File: config.mk
export PLATFORM = sky130hd
export DESIGN_NAME = if_fetch_stage
export DESIGN_NICKNAME = d
export VERILOG_FILES = /design/src/rtl/if_pkg.sv /design/src/rtl/if_skid_buf.sv /design/src/rtl/if_fetch_stage.sv
export SDC_FILE = /design/constraint.sdc
export NUM_CORES = 1
export LEC_CHECK = 0
export ABC_CLOCK_PERIOD_IN_PS = 5000
export CORE_MARGIN = 2
export CORE_UTILIZATION = 56
export DETAILED_ROUTE_END_ITERATION = 10
export GPL_TIMING_DRIVEN = 0
export HOLD_SLACK_MARGIN = 0.03
export PLACE_DENSITY = 0.86
export SYNTH_ARGS = -nofsm -noshare
export SYNTH_HDL_FRONTEND = slang
export SYNTH_SLANG_ARGS = --single-unit
File: constraint.sdc
create_clock -name CLK -period 5 [get_ports CLK]
set_input_delay 1 -clock CLK [delete_from_list [all_inputs] [get_ports CLK]]
set_output_delay 1 -clock CLK [all_outputs]
set_load 0.1 [all_outputs]
File: src/rtl/if_pkg.sv
// Shared definitions for the instruction-fetch stage.
// Holds the FSM state encoding, the NOP bubble word, the PC step,
// and a helper that word-aligns PC values.
package if_pkg;

  localparam int unsigned XLEN = 32;
  localparam int unsigned ST_W = 2;

  typedef logic [ST_W-1:0] state_t;

  localparam logic [ST_W-1:0] ST_IDLE = 2'd0;
  localparam logic [ST_W-1:0] ST_REQ  = 2'd1;
  localparam logic [ST_W-1:0] ST_WAIT = 2'd2;
  localparam logic [ST_W-1:0] ST_HOLD = 2'd3;

  localparam logic [XLEN-1:0] NOP_INST = 32'h0000_0000;
  localparam logic [XLEN-1:0] PC_STEP  = 32'd4;

  // Clear the byte-offset bits so fetch addresses stay word-aligned.
  function automatic logic [XLEN-1:0] align_pc(input logic [XLEN-1:0] pc);
    return pc & ~32'h0000_0003;
  endfunction

endpackage

File: src/rtl/if_skid_buf.sv
// One-entry skid buffer for a fetched instruction and its request PC.
// Ports:
//   clk, rst_n        clock, async active-low reset
//   i_load            capture i_inst/i_pc
//   i_drain, i_flush  empty the buffer (drain = consumed, flush = discarded)
//   o_valid, o_inst, o_pc  buffer contents
module if_skid_buf
  import if_pkg::*;
(
  input  logic            clk,
  input  logic            rst_n,
  input  logic            i_load,
  input  logic            i_drain,
  input  logic            i_flush,
  input  logic [XLEN-1:0] i_inst,
  input  logic [XLEN-1:0] i_pc,
  output logic            o_valid,
  output logic [XLEN-1:0] o_inst,
  output logic [XLEN-1:0] o_pc
);

  logic            r_valid;
  logic [XLEN-1:0] r_inst;
  logic [XLEN-1:0] r_pc;

  // Emptying wins over loading; the two never coincide in the fetch FSM.
  always_ff @(posedge clk or negedge rst_n) begin
    if (!rst_n) begin
      r_valid <= 1'b0;
      r_inst  <= NOP_INST;
      r_pc    <= '0;
    end else if (i_flush || i_drain) begin
      r_valid <= 1'b0;
    end else if (i_load) begin
      r_valid <= 1'b1;
      r_inst  <= i_inst;
      r_pc    <= i_pc;
    end
  end

  assign o_valid = r_valid;
  assign o_inst  = r_inst;
  assign o_pc    = r_pc;

endmodule

File: src/rtl/if_fetch_stage.sv
// Instruction-fetch stage: owns the PC, keeps at most one imem request
// outstanding, and feeds inst/PCplus4 to the IF/ID register, inserting
// NOP bubbles when nothing valid is available.
// Ports:
//   CLK, RSTn                      clock, async active-low reset
//   stall                          freeze outputs and PC advance
//   redirect, redirect_pc          branch/jump redirect (beats stall)
//   imem_req/addr/gnt/rvalid/rdata instruction memory handshake
//   inst, PCplus4, inst_valid      to IF/ID
//   PC                             next fetch PC
//   fetch_cnt                      valid-instruction count (IF_PERF_EN only)
// Build option: define IF_PERF_EN to add the fetch_cnt counter port.
module if_fetch_stage
  import if_pkg::*;
#(
  parameter logic [31:0] RESET_PC = 32'h0000_0000
) (
  input  logic            CLK,
  input  logic            RSTn,
  input  logic            stall,
  input  logic            redirect,
  input  logic [XLEN-1:0] redirect_pc,
  output logic            imem_req,
  output logic [XLEN-1:0] imem_addr,
  input  logic            imem_gnt,
  input  logic            imem_rvalid,
  input  logic [XLEN-1:0] imem_rdata,
  output logic [XLEN-1:0] inst,
  output logic [XLEN-1:0] PCplus4,
  output logic            inst_valid,
  output logic [XLEN-1:0] PC
`ifdef IF_PERF_EN
  ,
  output logic [XLEN-1:0] fetch_cnt
`endif
);

  state_t          r_state;
  logic [XLEN-1:0] r_pc;
  logic [XLEN-1:0] r_req_pc;
  logic            r_kill;
  logic [XLEN-1:0] r_inst;
  logic [XLEN-1:0] r_pcp4;
  logic            r_valid;

  state_t          w_state_nxt;
  logic [XLEN-1:0] w_pc_nxt;
  logic            w_kill_nxt;
  logic            w_req_pc_ld;
  logic            w_new_vld;
  logic [XLEN-1:0] w_new_inst;
  logic [XLEN-1:0] w_new_pc;
  logic            w_out_en;
  logic            w_skid_load;
  logic            w_skid_drain;
  logic            w_skid_flush;
  logic            w_skid_valid;
  logic [XLEN-1:0] w_skid_inst;
  logic [XLEN-1:0] w_skid_pc;

  if_skid_buf u_skid (
    .clk     (CLK),
    .rst_n   (RSTn),
    .i_load  (w_skid_load),
    .i_drain (w_skid_drain),
    .i_flush (w_skid_flush),
    .i_inst  (imem_rdata),
    .i_pc    (r_req_pc),
    .o_valid (w_skid_valid),
    .o_inst  (w_skid_inst),
    .o_pc    (w_skid_pc)
  );

  // State register.
  always_ff @(posedge CLK or negedge RSTn) begin
    if (!RSTn) r_state <= ST_IDLE;
    else       r_state <= w_state_nxt;
  end

  // Next-state, PC, kill and output-register data selection.
  always_comb begin
    w_state_nxt  = r_state;
    w_pc_nxt     = r_pc;
    w_kill_nxt   = r_kill;
    w_req_pc_ld  = 1'b0;
    w_new_vld    = 1'b0;
    w_new_inst   = NOP_INST;
    w_new_pc     = r_req_pc;
    w_skid_load  = 1'b0;
    w_skid_drain = 1'b0;
    w_skid_flush = 1'b0;
    case (r_state)
      ST_IDLE: w_state_nxt = ST_REQ;
      ST_REQ: begin
        // The request is masked while stalled, so a grant only counts then.
        if (imem_gnt && !stall) begin
          w_state_nxt = ST_WAIT;
          w_req_pc_ld = 1'b1;
          w_pc_nxt    = r_pc + PC_STEP;
          if (redirect) w_kill_nxt = 1'b1;
        end
      end
      ST_WAIT: begin
        if (imem_rvalid) begin
          w_state_nxt = ST_REQ;
          w_kill_nxt  = 1'b0;
          if (!r_kill && !redirect) begin
            if (!stall) begin
              w_new_vld  = 1'b1;
              w_new_inst = imem_rdata;
            end else begin
              w_skid_load = 1'b1;
              w_state_nxt = ST_HOLD;
            end
          end
        end else if (redirect) begin
          w_kill_nxt = 1'b1;
        end
      end
      ST_HOLD: begin
        if (redirect) begin
          w_skid_flush = 1'b1;
          w_state_nxt  = ST_REQ;
        end else if (!stall && w_skid_valid) begin
          w_skid_drain = 1'b1;
          w_new_vld    = 1'b1;
          w_new_inst   = w_skid_inst;
          w_new_pc     = w_skid_pc;
          w_state_nxt  = ST_REQ;
        end
      end
      default: w_state_nxt = ST_IDLE;
    endcase
    if (redirect) w_pc_nxt = align_pc(redirect_pc);
  end

  // A redirect always forces a bubble, even while stalled.
  assign w_out_en = redirect || !stall;

  // PC, request bookkeeping and IF/ID output register.
  always_ff @(posedge CLK or negedge RSTn) begin
    if (!RSTn) begin
      r_pc     <= RESET_PC;
      r_req_pc <= '0;
      r_kill   <= 1'b0;
      r_inst   <= NOP_INST;
      r_pcp4   <= '0;
      r_valid  <= 1'b0;
    end else begin
      r_pc   <= w_pc_nxt;
      r_kill <= w_kill_nxt;
      if (w_req_pc_ld) r_req_pc <= r_pc;
      if (w_out_en) begin
        r_valid <= w_new_vld;
        r_inst  <= w_new_inst;
        if (w_new_vld) r_pcp4 <= w_new_pc + PC_STEP;
      end
    end
  end

`ifdef IF_PERF_EN
  logic [XLEN-1:0] r_fetch_cnt;

  // Counts output-register loads that carry a real instruction.
  always_ff @(posedge CLK or negedge RSTn) begin
    if (!RSTn)                      r_fetch_cnt <= '0;
    else if (w_out_en && w_new_vld) r_fetch_cnt <= r_fetch_cnt + 32'd1;
  end

  assign fetch_cnt = r_fetch_cnt;
`endif

  assign imem_req   = (r_state == ST_REQ) && !stall;
  assign imem_addr  = r_pc;
  assign PC         = r_pc;
  assign inst       = r_inst;
  assign PCplus4    = r_pcp4;
  assign inst_valid = r_valid;

endmodule

**Clock nets**

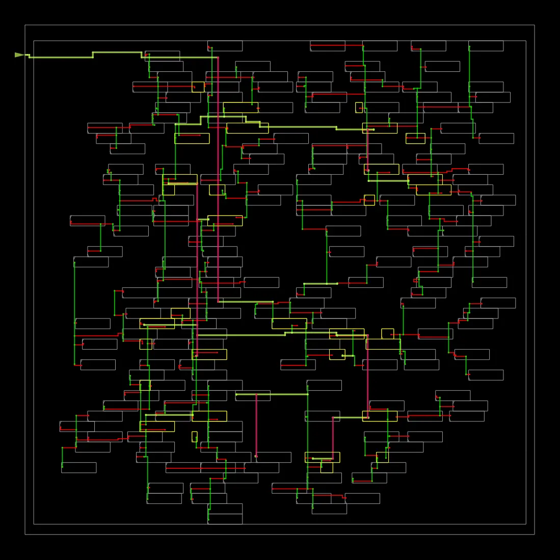
P_clk: 1.33 mW
clock sinks: 189
CTS Buf Count: 17
Clock Skew: 12.8 ps

**Placed cells, one color a class**

Fill, decap, tap and diode cells in gray.
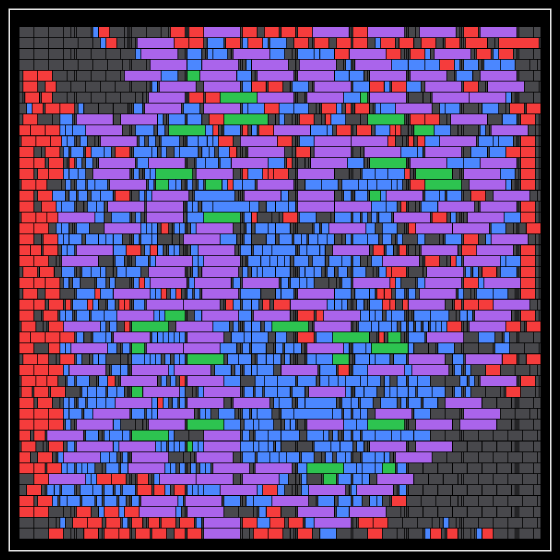
[combinational and other logic] blue | cells: 668
[sequential cells] purple | cells: 189
[remaining buffers and delay cells] red | cells: 282
[clock drivers and dummy loads] green | cells: 32

==> Slide: Implementation Results <==
Run Summary

Detailed routing
  • Met3 wire length: 2.24 mm
  • Top layer in use: met4
  • Number of DRC markers in iteration 0: 825
  • Vias/cell: 5.91
  • Residual DRC: 0
  • Total vias in the final route: 8217
  • DRT antenna net count: 0

Setup path
  • CP max FO: 10
  • CP top delay family: buffers and inverters
  • Setup CP Type: input port to register
  • Crit path DRT: 5290 ps
  • Critical path startpoint category: input port
  • Worst setup path start: redirect

Power and ir drop
  • Static Leakage: 5.76 nW
  • Flop pwr share: 40.5%
  • Net Sw Frac: 43.1%
  • Total power draw: 5.78 mW

STA
  • Hold WS: 490 ps
  • Fin. Hold Viols: 0
  • Final worst setup slack: 487 ps
  • Post-layout minimum cycle time: 4510 ps
  • RSZ-0062 raised after global routing: false

Global route
  • Initial antenna violation count: 0
  • Met1 GRT Util: 38.1%
  • Met3 Use GR: 5.93%
  • Vias in the first global route: 8112

Finish
  • Final Net Count: 1234
  • Area Growth Syn to Fin: 29.5%

Clocking
  • CTS H-Tree Depth: 4
  • CTS hold repair buffers: 0

Synth
  • Sequential share of the synthesized area: 49.4%
  • Ys flop type: dfrtp_1
  • Synthesis area per yosys: 9570 um^2
  • Adder Share, Synth: 0.784%
  • Top-area cell type share of the netlist area: 49.4%
  • Aoi share: 12.2%
  • Post-synth EDFFs: 0
  • Most common cell in the synthesized netlist: dfrtp_1

Worst hold path
  • Hold depth: 2
  • HP Start: PCplus4[31]

Placed design
  • Placer Congestion: 0.904

Floorplanning
  • Die width: 135 um
  • Chip area: 18200 um^2

Run status
  • Outcome: finished clean
-- final cells by class --
class	count	area (um^2)
clock inverter	12	125
inverter	43	161
tap	220	275
clock buffer	20	457
sequential	189	4730
fill	1130	4250
timing repair buffer	192	1940
multi-input combinational	625	4180
buffer	90	522
-- state kept, by name, summed over array words and instances (netlist names) --
| name | count |
|---|---|
| PC | 30 |
| PCplus4 | 30 |
| inst | 32 |
| inst_valid | 1 |
| r_kill | 1 |
| r_req_pc | 30 |
| r_state | 2 |
| u_skid.o_inst | 32 |
| u_skid.o_pc | 30 |
| u_skid.o_valid | 1 |
Power and IR drop assume default switching activity.
